Fig. 1: met1 routing
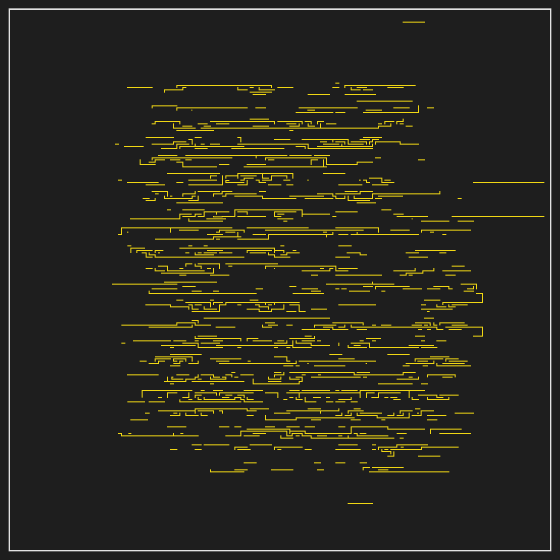
Fig. 2: wire density map
The bar under the picture is 20 µm long. 16 x 16 tiles, from dark blue (low) to red (high), scaled to the fullest tile. Values are wire area over tile area, all layers added.
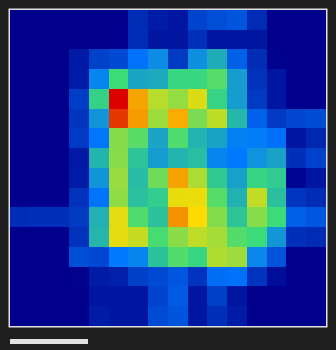
Fig. 3: placed cells, one color a class
Fill, decap, tap and diode cells in gray.
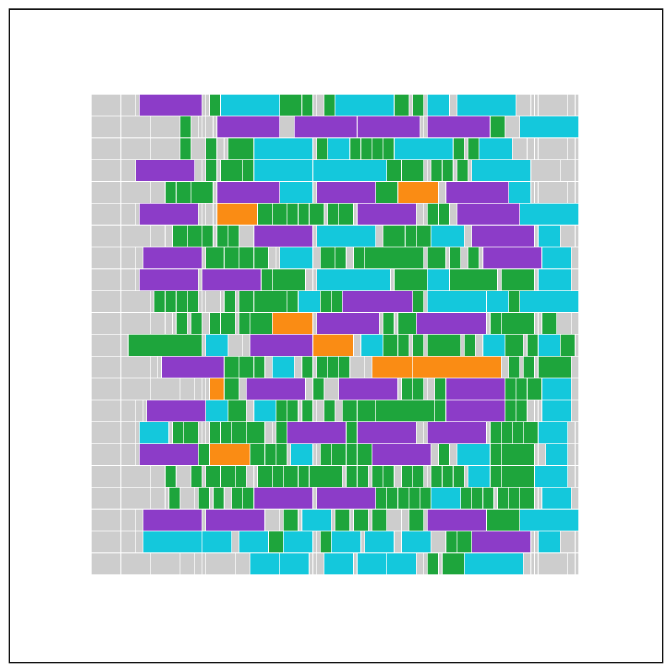
Fig. 4: metal 3
The bar under the picture is 20 µm long.
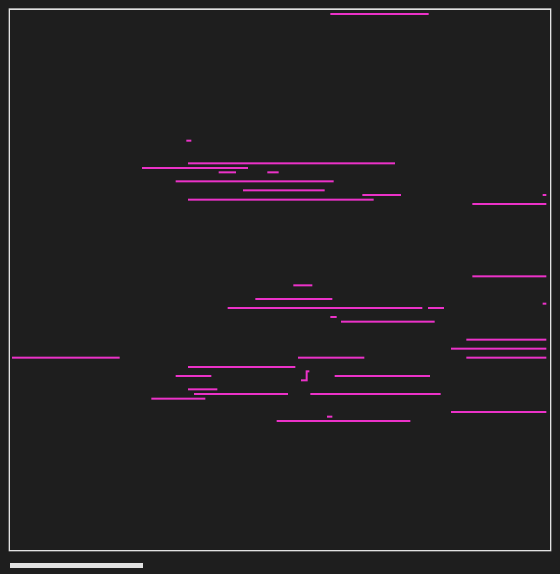
Fig. 5: clock nets
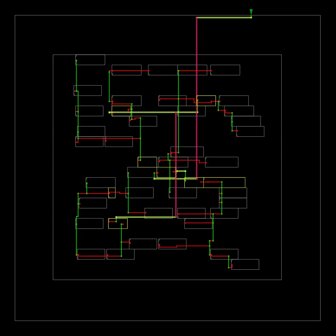
Design serial_adder_ctrl, sky130hd; sources not shown.
==> summary.txt <==
Placed Cells incl. Taps = 329
Top layer in use = met4
Met2 usage = 23.8%
Status = finished, violations left
Met1 global-route usage = 15.9%
Die width = 81.2 µm
Tap cells = 48
Worst path top cell family by delay = buffers and inverters
CTS clk-pin slew, worst paths = 0.08 ns
Final Power = 0.00323 W
Storage cell area = 803 µm²
Lkg Pwr = 1.18 nW
Worst path cell trace = buf_4 > inv_4 > nor2_4 > buf_12 > buf_4 > nand2_1 > o21ai_1 > nor2_1
RSZ-0062 raised after global routing = true
GRT Max-Usage Layer = met2
CTS tree = done
Placer congestion estimate = 0.818
Vias in the first global route = 1566
Chip area in the Yosys report = 0.00172 mm²
Maximum buffer depth of the clock tree = 2
Final net count = 325
Clock Latency Late Sink = 0.29 ns
NonClk Buf Share = 27.7%
Mapped Nets = 268
Total gr overflow = 0
# H-tree levels = 2
Cell Pwr Density = 1190 mW/mm²
CP Data Arrival Time = 1.61 ns
Setup WS post-layout = -0.222 ns
Peak Freq = 703 MHz
Critical Path Max Stage Delay = 0.38 ns
Synth Area in XOR/XNOR = 0%
Post-synth mux share = 0%
Yosys stat cell total = 246
Die height = 81.2 µm
CTS resizes = 14
Final Setup Violations = 29
Worst Hold Class = input pin to flip-flop
Synth logic family = simple AND/OR/NAND/NOR gates
Dominant cell area share = 45.3%
Slew headroom = 80.8%
Buf/Inv on CP = 4
Hold Violations, Final = 0
Non-filler cells, final = 352
Most frequent logic cell in the layout = nand2_1
Final Hold Slack = 0.449 ns
Largest net degree at the start of global routing = 30
Mapped Area = 0.00172 mm²
Vias per cell = 5.05
Reg2Reg Depth = 8
Int Pwr = 0.00238 W
Seq area share = 29.5%
Top cells by area = dfxtp_1 45%, nand2_1 14%, nor2_1 12%
Sequential area share after synthesis = 45.3%
CP Launch Type = flip-flop
CTS Hold Bufs = 0
WL met2 = 2780 µm
TritonCTS buffer count = 5
Dpl cell area = 0.00232 mm²
Tmin final = 1.42 ns
Post-synth top area cell = dfxtp_1
Pre-CTS setup slack = -0.148 ns
Clock network power = 0.00113 W
Simple share = 38.5%
DP Wirelength = 2960 µm
Maxcap violations = 0
Top cells excl fill/tap = 58 x nand2_1, 49 x nor2_1, 25 x dfxtp_1, 24 x nand3_1, 19 x clkdlybuf4s50_1
Clock share of power = 34.9%
Multi-input logic area = 898 µm²
TNS Setup = -2.20 ns
P_comb = 0.000682 W
Met3 routed WL = 394 µm
M1 WL = 1960 µm
Area Growth Syn to Fin = 58.2%
CP max-delay cell = dfxtp_4
Least-Margin Pin Slew = 0.284 ns
Failing checks = negative setup slack
## Picture notes: Fig. 1
wire length on this layer: 1960 µm
share of all routed wire: 37%
nets with wire on the layer: 302
routed wire length: 5250 µm
via count: 1777

## Picture notes: Fig. 2
mean over tiles: 0.13
densest ninth of the die: middle
fullest tile: 0.59
tiles over half the peak: 16%
nearly empty tiles: 31%
routed len/inst: 14.9 µm
global router's overall resource usage: 13.9%

## Picture notes: Fig. 3
[cyan] other buffers and delay cells | cells: 61 | share of their area: 28%
[orange] clock drivers and dummy loads | cells: 8 | share of their area: 4.4%
[purple] flip-flops | cells: 39 | share of their area: 30%
[green] all other logic | cells: 196 | share of their area: 37%
# rows: 22
fin util: 75.0%

## Picture notes: Fig. 4
share of all routed wire: 7.5%
nets with wire on the layer: 29
met3 global-route usage: 3.97%

## Picture notes: Fig. 5
flop count: 39
Worst Skew: 0.00558 ns
# clk buffers: 6
clk sinks: 39

No activity file was given, so power comes from the tool's default toggle rates.
